[config.mk]
export PLATFORM = sky130hd
export DESIGN_NAME = bcd_convert_seq
export DESIGN_NICKNAME = d
export VERILOG_FILES = /design/src/rtl/aes_pkg.sv /design/src/rtl/bcd_convert_seq_adj.sv /design/src/rtl/bcd_convert_seq.sv
export SDC_FILE = /design/constraint.sdc
export NUM_CORES = 1
export LEC_CHECK = 0
export CELL_PAD_IN_SITES_DETAIL_PLACEMENT = 1
export CELL_PAD_IN_SITES_GLOBAL_PLACEMENT = 1
export CORE_MARGIN = 5
export CORE_UTILIZATION = 45
export DETAILED_ROUTE_END_ITERATION = 7
export DONT_BUFFER_PORTS = 1
export PLACE_DENSITY = 0.87
export RECOVER_POWER = 25
export SYNTH_ARGS = -nofsm -noshare
export SYNTH_HDL_FRONTEND = slang
export SYNTH_HIERARCHICAL = 1
export SYNTH_SLANG_ARGS = --single-unit
[constraint.sdc]
create_clock -name clk -period 1.7 [get_ports clk]
set_input_delay 0.34 -clock clk [delete_from_list [all_inputs] [get_ports clk]]
set_output_delay 0.34 -clock clk [all_outputs]
set_load 0.02 [all_outputs]
[src/rtl/aes_pkg.sv]
`default_nettype none
// ============================================================================
// Package : aes_pkg
// Brief   : Shared BCD conversion constants and FSM encodings.
// Rev     : 1.0 - initial release
// ============================================================================
package aes_pkg;

   localparam int         BCD_DIG_W      = 4;
   localparam logic [3:0] BCD_ADJ_THRESH = 4'd5;
   localparam logic [3:0] BCD_ADJ_OFFSET = 4'd3;

   localparam logic [1:0] BCD_IDLE  = 2'd0;
   localparam logic [1:0] BCD_SHIFT = 2'd1;
   localparam logic [1:0] BCD_DONE  = 2'd2;

endpackage
`default_nettype wire

[src/rtl/bcd_convert_seq_adj.sv]
`default_nettype none
// ============================================================================
// Module : bcd_digit_adj
// Brief  : Double-dabble digit correction, d>=5 ? d+3 : d (wraps mod 16).
// Rev    : 1.0 - initial release
// ============================================================================
module bcd_digit_adj
   import aes_pkg::*;
(
   input  logic [BCD_DIG_W-1:0] d_in,
   output logic [BCD_DIG_W-1:0] d_out
);

   assign d_out = (d_in >= BCD_ADJ_THRESH) ? d_in + BCD_ADJ_OFFSET : d_in;

endmodule
`default_nettype wire

[src/rtl/bcd_convert_seq.sv]
`default_nettype none
// ============================================================================
// Module : bcd_convert_seq
// Brief  : Iterative binary-to-BCD converter, one correct-and-shift per clock.
// Rev    : 1.0 - initial release
// ============================================================================
module bcd_convert_seq
   import aes_pkg::*;
#(
   parameter  int BIN_W  = 8,
   localparam int DIGITS = (BIN_W * 301 + 999) / 1000,
   localparam int CNT_W  = $clog2(BIN_W + 1)
)(
   input  logic                    clk,
   input  logic                    rst,
   input  logic                    in_valid,
   output logic                    in_ready,
   input  logic [BIN_W-1:0]        bin_in,
   output logic                    out_valid,
   input  logic                    out_ready,
   output logic [4*DIGITS-1:0]     bcd_out,
   output logic [CNT_W-1:0]        nz_digits
);

   localparam int BCD_W = BCD_DIG_W * DIGITS;

   logic [1:0]       r_state;
   logic [CNT_W-1:0] r_cnt;
   logic [BIN_W-1:0] r_bin;
   logic [BCD_W-1:0] r_bcd;
   logic [BCD_W-1:0] w_bcd_adj;
   logic [CNT_W-1:0] w_nz;
   logic             w_unused_msb;

   for (genvar g = 0; g < DIGITS; g++) begin : g_digit
      bcd_digit_adj u_adj (
         .d_in  (r_bcd[g*BCD_DIG_W +: BCD_DIG_W]),
         .d_out (w_bcd_adj[g*BCD_DIG_W +: BCD_DIG_W])
      );
   end

   // Top bit of the corrected digits is shifted out; in-range operands keep it zero.
   assign w_unused_msb = w_bcd_adj[BCD_W-1];

   always_ff @(posedge clk) begin
      if (rst) begin
         r_state <= BCD_IDLE;
         r_cnt   <= '0;
         r_bin   <= '0;
         r_bcd   <= '0;
      end else begin
         case (r_state)
            BCD_IDLE: begin
               if (in_valid) begin
                  r_bin   <= bin_in;
                  r_bcd   <= '0;
                  r_cnt   <= CNT_W'(BIN_W);
                  r_state <= BCD_SHIFT;
               end
            end
            BCD_SHIFT: begin
               r_bcd <= {w_bcd_adj[BCD_W-2:0], r_bin[BIN_W-1]};
               r_bin <= {r_bin[BIN_W-2:0], 1'b0};
               r_cnt <= r_cnt - 1'b1;
               if (r_cnt == CNT_W'(1))
                  r_state <= BCD_DONE;
            end
            BCD_DONE: begin
               if (out_ready)
                  r_state <= BCD_IDLE;
            end
            default: r_state <= BCD_IDLE;
         endcase
      end
   end

   // Leading-digit priority encoder; all-zero still reports one digit.
   always_comb begin
      w_nz = CNT_W'(1);
      for (int i = 1; i < DIGITS; i++) begin
         if (r_bcd[i*BCD_DIG_W +: BCD_DIG_W] != '0)
            w_nz = CNT_W'(i + 1);
      end
   end

   assign in_ready  = (r_state == BCD_IDLE);
   assign out_valid = (r_state == BCD_DONE);
   assign bcd_out   = r_bcd;
   assign nz_digits = w_nz;

endmodule
`default_nettype wire
==> images/closeup.png <==
Window x 4 to 29, y 38 to 63 um. Cells in grey, sequential cells in the stronger grey; small squares are vias.
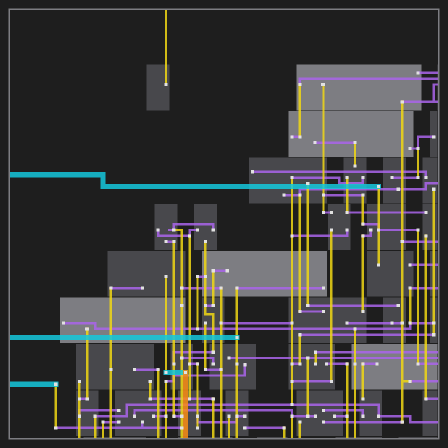
layer	colour
M4	orange
M3	cyan
M1	purple
M2	yellow
netlist names of flops here include	bcd_out (5)
most frequent	nor2_1 (6), dfxtp_1 (5)
sequential cells in the window	5
cells with their middle in the window	28

==> images/congestion_map.png <==
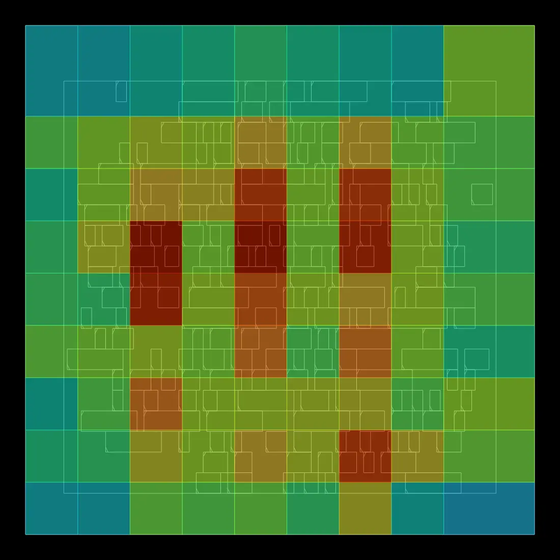
busiest metal layer after global routing: met2
met3 Use GR: 0.0366
WL/cell: 15.5 um
GRT Total Usage: 0.179
Util after Layout: 0.529

==> flow_metrics.env <==
# physical design summary
export IMPL_fillCellCount=418
export IMPL_worstHoldPathType="input pin to register"
export IMPL_cp_startpoint="bcd_out[4]"
export IMPL_boundaryPins=30
export IMPL_post_cts_buffers=0
export IMPL_cts_made_buffers=3
export IMPL_clkPwrFrac=0.341
export IMPL_cts_tree="done"
export IMPL_layout_worst_path_cycle_share=0.960
export IMPL_hold_viol_final=0
export IMPL_cts_clk_slew_worst_paths_ns=0.15
export IMPL_drv_slew=0
export IMPL_critical_path_class="register to output pin"
export IMPL_grt_pass1_wl_mm=6.35
export IMPL_min_period_ns=1.63
export IMPL_syn_area_um2=1470
export IMPL_arrival_ns=1.29
export IMPL_crit_buf_inv=0
export IMPL_hold_depth=1
export IMPL_routed_wirelength_mm=3.60
export IMPL_cp_slowest_stage_delay_ns=0.41
export IMPL_p_per_area_nw_per_um2=777
export IMPL_place_ws_ns=0.166
export IMPL_power_frac_seq=0.524
export IMPL_cp_start_kind="register"
export IMPL_syn_mean_instance_area_um2=8.08
export IMPL_instances_no_fill=233
export IMPL_vias=1271
export IMPL_ir_drop_mv=0.578
export IMPL_cp_max_fo=5
export IMPL_drtIter0Drc=34
export IMPL_cellLeakagePower_nw=0.696
export IMPL_rr_startpoint="bcd_out[4]"
export IMPL_worstPathRequired_ns=1.36
export IMPL_io_buffers=0
export IMPL_critical_path_top_delay_family="simple AND/OR/NAND/NOR gates"
export IMPL_fin_skew_ns=0.00239
export IMPL_yosys_warnings=6
export IMPL_fmax_ghz=0.613
export IMPL_core_um2=3100
export IMPL_dp_hpwl_mm=2.70
export IMPL_rr_worst_depth=7
export IMPL_endpoint_kind="output pin"
export IMPL_dr_pass1_iters=4
export IMPL_syn_inst=182
export IMPL_switching_share=0.252
export IMPL_detail_route_antenna_nets=0
export IMPL_diodes=0
export IMPL_num_rows=20
export IMPL_rrSetupSlack_ns=0.16
export IMPL_drc=0
export IMPL_clock_latency_ns=0.33
export IMPL_gr_total_overflow=0
export IMPL_nNetsFinal=210
export IMPL_p_sw_mw=0.322
export IMPL_fp_utilization=0.474
export IMPL_power_frac_comb=0.135
export IMPL_status="complete, no violations"
export IMPL_cts_path_max_buffers=2
export IMPL_grt_antenna_before_repair=0
export IMPL_setup_viol=0
export IMPL_tool_warnings=30
export IMPL_die_y_um=67.2
==> images/m1.png <==
(8 px per um)
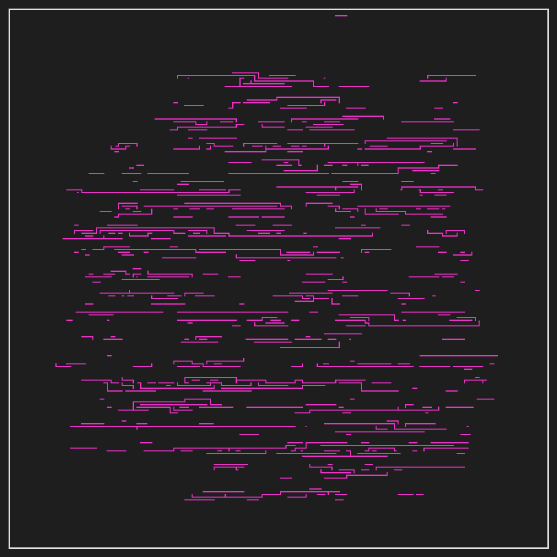
longest straight run	28.1 um
main direction	horizontal
wire length on this layer	1,480 um

==> images/class_map.png <==
(6 px per um)
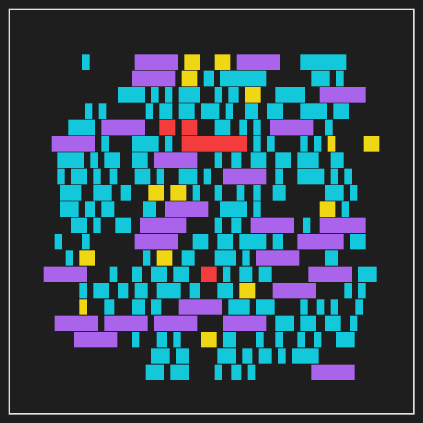
class	colour	cells
remaining buffers and delay cells	yellow	14
clock drivers and dummy loads	red	4
remaining logic cells	cyan	145
registers	purple	26
Seq/total area: 0.320
Final Cell Area: 1640 um^2

-- how the worst max path moves through the flow --
stage          slack [ns]  cells after the start            to
2_1_floorplan        0.20                      7    bcd_out[6]
3_3_place_gp         0.26                      7    bcd_out[9]
3_5_place_dp         0.17                      7    bcd_out[9]
4_1_cts              0.03                      3  nz_digits[0]
5_1_grt             0.008                      2  nz_digits[0]
6_report             0.07                      2  nz_digits[0]
-- cells in the final DEF, fill, tap and decap left out, types with 3 or more instances in the layout --
cell type  instances
ha_1               8
buf_4             12
a21oi_1            5
nand2b_1          10
dfxtp_2            4
a21oi_2            3
nand2_1           16
nor2_1            30
mux2i_1            4
dfxtp_1           22
nor3_1             5
inv_1             14
a22o_1             3
clkbuf_4           3
a22oi_1           14
xnor2_1            3
a211oi_1           4
or3b_1             4
-- layout make-up --
| type | count | area, um^2 | area share |
|---|---|---|---|
| multi-input cells | 131 | 860 | 0.523 |
| flip-flops and latches | 26 | 526 | 0.320 |
| repair buffers | 14 | 97.6 | 0.0594 |
| well taps | 44 | 55.1 | 0.0335 |
| inverters | 14 | 52.6 | 0.0320 |
| clock inverters | 1 | 30.0 | 0.0183 |
| clock buffers | 3 | 22.5 | 0.0137 |
-- state kept, by name, indices dropped and copies added, names as in the netlist --
name,cells
r_bin,8
bcd_out,12
r_state,2
r_cnt,4
-- per-stage QoR --
step / power (mW) / cell area [um^2] / util / hold slack (ns)
3_3_place_gp: 0.839 / 1550 / 0.500 / 0.411
5_1_grt: 1.34 / 1640 / 0.529 / 0.0153
6_report: 1.28 / 1640 / 0.529 / 0.0546
4_1_cts: 1.29 / 1650 / 0.531 / 0.0426
2_1_floorplan: 0.835 / 1480 / - / 0.450
3_5_place_dp: 0.856 / 1550 / 0.500 / 0.415
-- routing by layer --
layer | global-route usage | up-vias | wire [um]
met5 | 0 | - | 0
met2 | 0.335 | 20 | 1900
li1 | - | 622 | -
met4 | 0.0481 | 0 | 65
met1 | 0.205 | 623 | 1480
met3 | 0.0366 | 6 | 161
-- what timing repair did --
action | 4_1_cts | 5_1_grt
gates resized | 9 | 3
endpoints found under the hold margin | 0 | 0
gates cloned | 0 | 0
endpoints found under the setup margin | 3 | 4
pin swaps | 0 | 3
-- power by group through the flow --
stage / registers [mW] / clock network [mW] / logic, mW
after global routing: 0.677 / 0.472 / 0.195
after floorplan: 0.674 / 0 / 0.161
after global placement: 0.680 / 0 / 0.159
after CTS: 0.669 / 0.444 / 0.176
final: 0.669 / 0.435 / 0.172
after detailed placement: 0.682 / 0 / 0.174
Power and IR drop assume default switching activity.
